**Supply network**

Scale bar: 20 microns. Pins as bars on the die edge. Tap cells in gray.
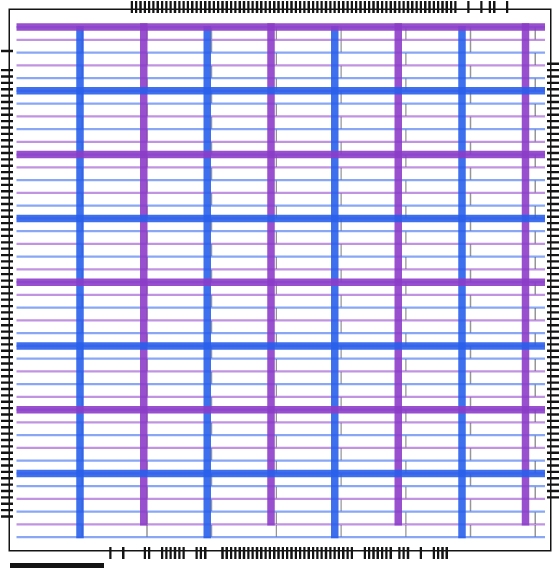
**Placement by cell class**

Scale bar: 20 microns.
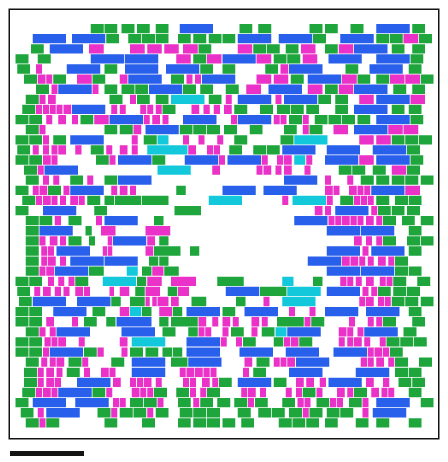
**Clock wires, drivers and flops**

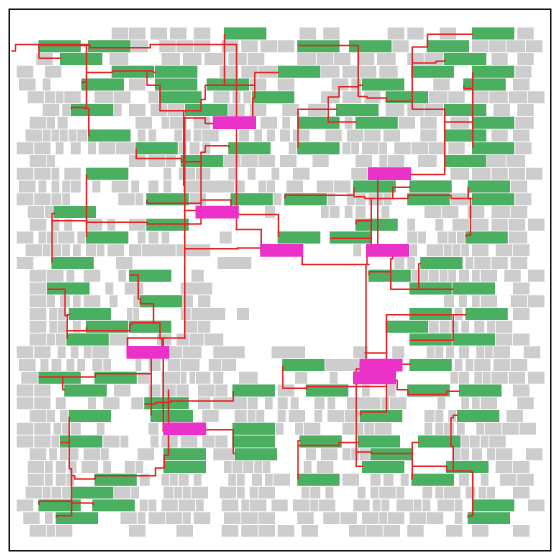
**Metal layers overlaid**

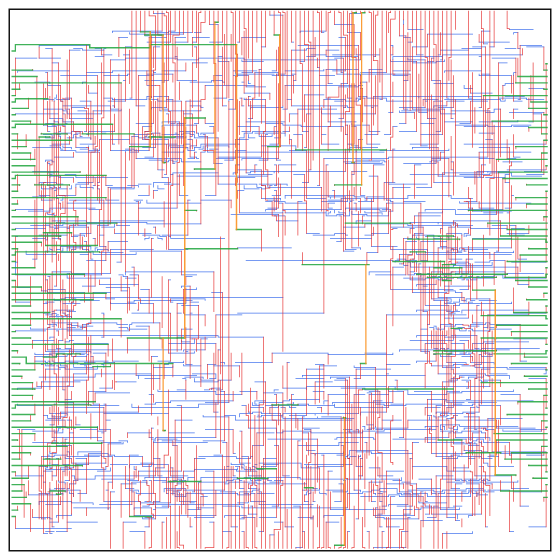
**Congestion heat map**

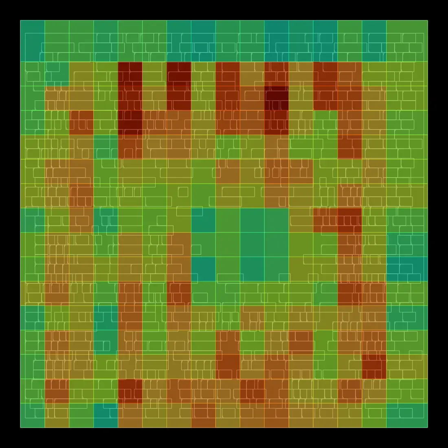
## config.mk

```make
export PLATFORM = sky130hd
export DESIGN_NAME = alu_arbiter
export DESIGN_NICKNAME = d
export VERILOG_FILES = /design/src/rtl/alu_arbiter.sv
export SDC_FILE = /design/constraint.sdc
export NUM_CORES = 1
export LEC_CHECK = 0
export CAP_MARGIN = 20
export CORE_UTILIZATION = 38
export DETAILED_ROUTE_END_ITERATION = 8
export PLACE_DENSITY_LB_ADDON = 0.25
export SLEW_MARGIN = 20
export SYNTH_ARGS = -nofsm -noshare
export SYNTH_HDL_FRONTEND = slang
export SYNTH_SLANG_ARGS = --single-unit
```

## constraint.sdc

```tcl
create_clock -name clk -period 1.85 [get_ports clk]
set_input_delay 0.37 -clock clk [delete_from_list [all_inputs] [get_ports clk]]
set_output_delay 0.37 -clock clk [all_outputs]
set_load 0.02 [all_outputs]
```

## src/rtl/alu_arbiter.sv

```systemverilog
// Two-requester front end for a single shared combinational ALU.
// Round-robin arbitration, one operation in flight, result held until its owner takes it.
module alu_arbiter #(
   parameter int DATA_WIDTH = 32
) (
   input  logic                  clk,
   input  logic                  reset,
   input  logic                  req0_valid,
   input  logic [3:0]            req0_op,
   input  logic [DATA_WIDTH-1:0] req0_a,
   input  logic [DATA_WIDTH-1:0] req0_b,
   output logic                  req0_ready,
   input  logic                  req1_valid,
   input  logic [3:0]            req1_op,
   input  logic [DATA_WIDTH-1:0] req1_a,
   input  logic [DATA_WIDTH-1:0] req1_b,
   output logic                  req1_ready,
   output logic                  rsp0_valid,
   output logic                  rsp1_valid,
   input  logic                  rsp0_ready,
   input  logic                  rsp1_ready,
   output logic [DATA_WIDTH-1:0] rsp_result,
   output logic                  rsp_zero,
   output logic [3:0]            alu_op,
   output logic [DATA_WIDTH-1:0] alu_a,
   output logic [DATA_WIDTH-1:0] alu_b,
   input  logic [DATA_WIDTH-1:0] alu_result,
   input  logic                  alu_zero,
   output logic                  busy
);

   typedef enum logic [1:0] {IDLE, EXEC, RESP} state_t;

   state_t state, state_nxt;
   logic   last1;   // 1: requester 1 was granted most recently
   logic   owner;   // requester whose operation is in flight
   logic   accept;

   always_comb begin
      state_nxt  = state;
      req0_ready = 1'b0;
      req1_ready = 1'b0;
      rsp0_valid = 1'b0;
      rsp1_valid = 1'b0;
      case (state)
         IDLE: begin
            // reset is folded in so ready stays low while reset is held
            req0_ready = reset & req0_valid & (~req1_valid | last1);
            req1_ready = reset & req1_valid & (~req0_valid | ~last1);
            if (req0_ready || req1_ready) state_nxt = EXEC;
         end
         EXEC: state_nxt = RESP;
         RESP: begin
            rsp0_valid = ~owner;
            rsp1_valid = owner;
            if (owner ? rsp1_ready : rsp0_ready) state_nxt = IDLE;
         end
         default: state_nxt = IDLE;
      endcase
   end

   assign accept = req0_ready | req1_ready;
   assign busy   = (state != IDLE);

   // control: state, arbitration pointer, owner
   always_ff @(posedge clk or negedge reset) begin
      if (!reset) begin
         state <= IDLE;
         last1 <= 1'b1;
         owner <= 1'b0;
      end else begin
         state <= state_nxt;
         if (accept) begin
            last1 <= req1_ready;
            owner <= req1_ready;
         end
      end
   end

   // operand latch (accept stage) and result capture (end of EXEC)
   always_ff @(posedge clk or negedge reset) begin
      if (!reset) begin
         alu_op     <= 4'd0;
         alu_a      <= '0;
         alu_b      <= '0;
         rsp_result <= '0;
         rsp_zero   <= 1'b0;
      end else begin
         if (accept) begin
            alu_op <= req1_ready ? req1_op : req0_op;
            alu_a  <= req1_ready ? req1_a  : req0_a;
            alu_b  <= req1_ready ? req1_b  : req0_b;
         end
         if (state == EXEC) begin
            rsp_result <= alu_result;
            rsp_zero   <= alu_zero;
         end
      end
   end

endmodule

```

==> out/results.ini <==
[critical_path]
reg2reg_from=last1$_DFFE_PN1P_
required_ns=1.48
cp-startpoint=state[1]$_DFFE_PN0P_
critPathKind=register to output pin
arrival_ns=1.48
r2r_cells=5
cp_max_fo=3
crit_path_start_kind=register

[pwr]
p_sw_mw=4.97
p_per_area_mw_per_mm2=1550
p_total_mw=12.8
seq_power_share_pct=31.6
vdd_drop_max_mv=0.811
leakage_nw=3.18
p_comb_share_pct=52.9

[run]
cap_violations=0
tool_warnings=28

[final_timing]
finClkSkew_ns=0.00648
slew_headroom_pct=42.1
hold_violations=0
setup_tns_ns=-0.000817
fin_ws_ns=-0.000817
slew_viol_final=0
finalSetupViolCount=1
worst_hold_slack_ns=0.194
finalCritPeriodShare_pct=100
fin_crit_ns=1.85
tightestPinTransition_ns=0.868

[global_routing]
grtUsageMet1_pct=28.6
grt_max_degree=69
grt-ovfl-total=0
grt_pass1_wl_microns=25000
grt-busiest-layer=met2

[yosys]
common_cells=104 x dfrtp_1, 68 x a21oi_1, 68 x a31oi_1, 68 x nand3_1, 59 x o21ai_0
synth.yosys.warnings=0
async_flop_share_pct=100
largest_area_cell=dfrtp_1
synthTopCellsByArea=dfrtp_1 53%, a31oi_1 8.7%, mux2_2 7.9%
synth_cell_types=27
syn_inst=488
ys_seq_share_pct=54.0
ys_cells=488
top_cell_area_share_pct=53.5
fp_nets=663
edf_count=0

[clock_network]
cts-root-buf=clkbuf_16
clk_pin_slew_worst_paths_ns=0.07
cts_setup_buffers=0
cts_tree=done
hold_buffers=0
cts_buffers=9

[routing]
vias_per_cell=5.41
drc_errors=0
wl_per_cell_microns=17.8
wl_met3_microns=1350
antenna_left=0
drt_pass1_iterations=5
drt_wl_total_microns=16500
route.met2.wl_microns=8330

[final_layout]
seqCellArea_sq_mm=0.00263
comb_area_sq_mm=0.00198
stdcell_count=925
final_layout_top_logic_cells=273 x clkdlybuf4s50_1, 104 x dfrtp_1, 68 x nand3_1, 68 x a21oi_1, 68 x a31oi_1
n_fill_cell=953

[placement]
port_buffers=280
placedCellCount=909
place_hpwl_microns=11700

[die]
die-area_sq_mm=0.0133
die_y_microns=115
io_pins=281
die_width_microns=115
initCoreUtil_pct=39.7

[run_status]
violations=negative setup slack
outcome=complete, but fails checks

-- 'supply network' (at the start) --
Blue shows VSS. Purple shows VDD.
The core has 40 rows. 281 signal pins sit on the boundary. 8 straps on met5.

-- 'placement by cell class' (at the start) --
Blue shows registers, cells 105. Magenta shows remaining logic cells, cells 326. Green shows remaining buffers and delay cells, cells 310. Cyan shows clock drivers and dummy loads, cells 16.
utilization after layout: 67.4%
cell row count: 40
Finished Cell Area: 0.00826 sq mm
Seq area share: 31.8%
core area: 0.0123 sq mm

-- 'clock wires, drivers and flops' (at the start) --
Magenta shows clock-net drivers, count 9. Red shows clock wires, length 1280 microns. Green shows flip-flops, count 105.
There are 10 routed clock nets.
clock share of power: 15.5%
Late-Pin Clk Latency: 0.34 ns
Power Clock: 1.99 mW

-- 'metal layers overlaid' (at the start) --
Blue shows M1, wire length 6410 microns. Red shows M2, wire length 8330 microns. Green shows M3, wire length 1350 microns. Orange shows M4, wire length 369 microns.

-- 'congestion heat map' (at the start) --
Tot GR Track Use: 24.4%
met2 GRT Util: 43.1%

## per-stage QoR
step	worst slack (ns)	utilization (%)
floorplan	0.0941	-
global placement	-0.462	64.7
detailed placement	-0.467	64.7
CTS	-0.0393	67.3
global route	-0.0577	67.4
finish	-0.000817	67.4
## power groups by stage
stage	sequential (mW)	combinational [mW]	clock, mW
2_1_floorplan	5.39	2.01	0
3_3_place_gp	4.02	6.70	0
3_5_place_dp	4.08	6.83	0
4_1_cts	4.06	6.84	2.03
5_1_grt	4.18	7.21	2.13
6_report	4.06	6.79	1.99
## cells by family after synthesis
kind of cell    synth area share, %
simple gates                   8.43
compound gates                 23.8
mux                            7.87
flops                          54.0
buf+inv                        5.91
## critical path, cell delays in order, from the launching register on
cell	delay, ns
dfrtp_1	0.41
or2_4	0.26
a211o_1	0.30
inv_2	0.06
buf_6	0.11
## sequential cells by signal (all words and copies together) (netlist names)
register and cells:
alu_a 32, alu_b 32, rsp_result 32, alu_op 4, state 2, last1 1, owner 1, rsp_zero 1
## timing repair
| action | CTS | global route |
|---|---|---|
| gates cloned | 0 | 0 |
| pin swaps | 2 | 1 |
| endpoints found under the setup margin | 5 | 62 |
| gates resized | 22 | 8 |
## final cells by class
type,instances,area share [%]
Inverter,3,0.136
Clock inverter,7,1.00
Multi-Input combinational cell,323,23.9
Clock buffer,9,2.73
Sequential cell,105,31.8
Tap cell,168,2.55
Timing Repair Buffer,310,37.8
## final timing paths
kind	endpoint	slack, ns
max	req0_ready	-0.0008
min	state[0]$_DFFE_PN0P_	0.19
max reg2reg	alu_a[21]$_DFFE_PN0P_	0.10
min reg2reg	rsp_result[3]$_DFFE_PN0N_	0.51
max in group asynchronous	alu_b[24]$_DFFE_PN0P_	0.39
min in group clk	rsp_result[3]$_DFFE_PN0N_	0.51
No activity file was given, so power comes from the tool's default toggle rates.
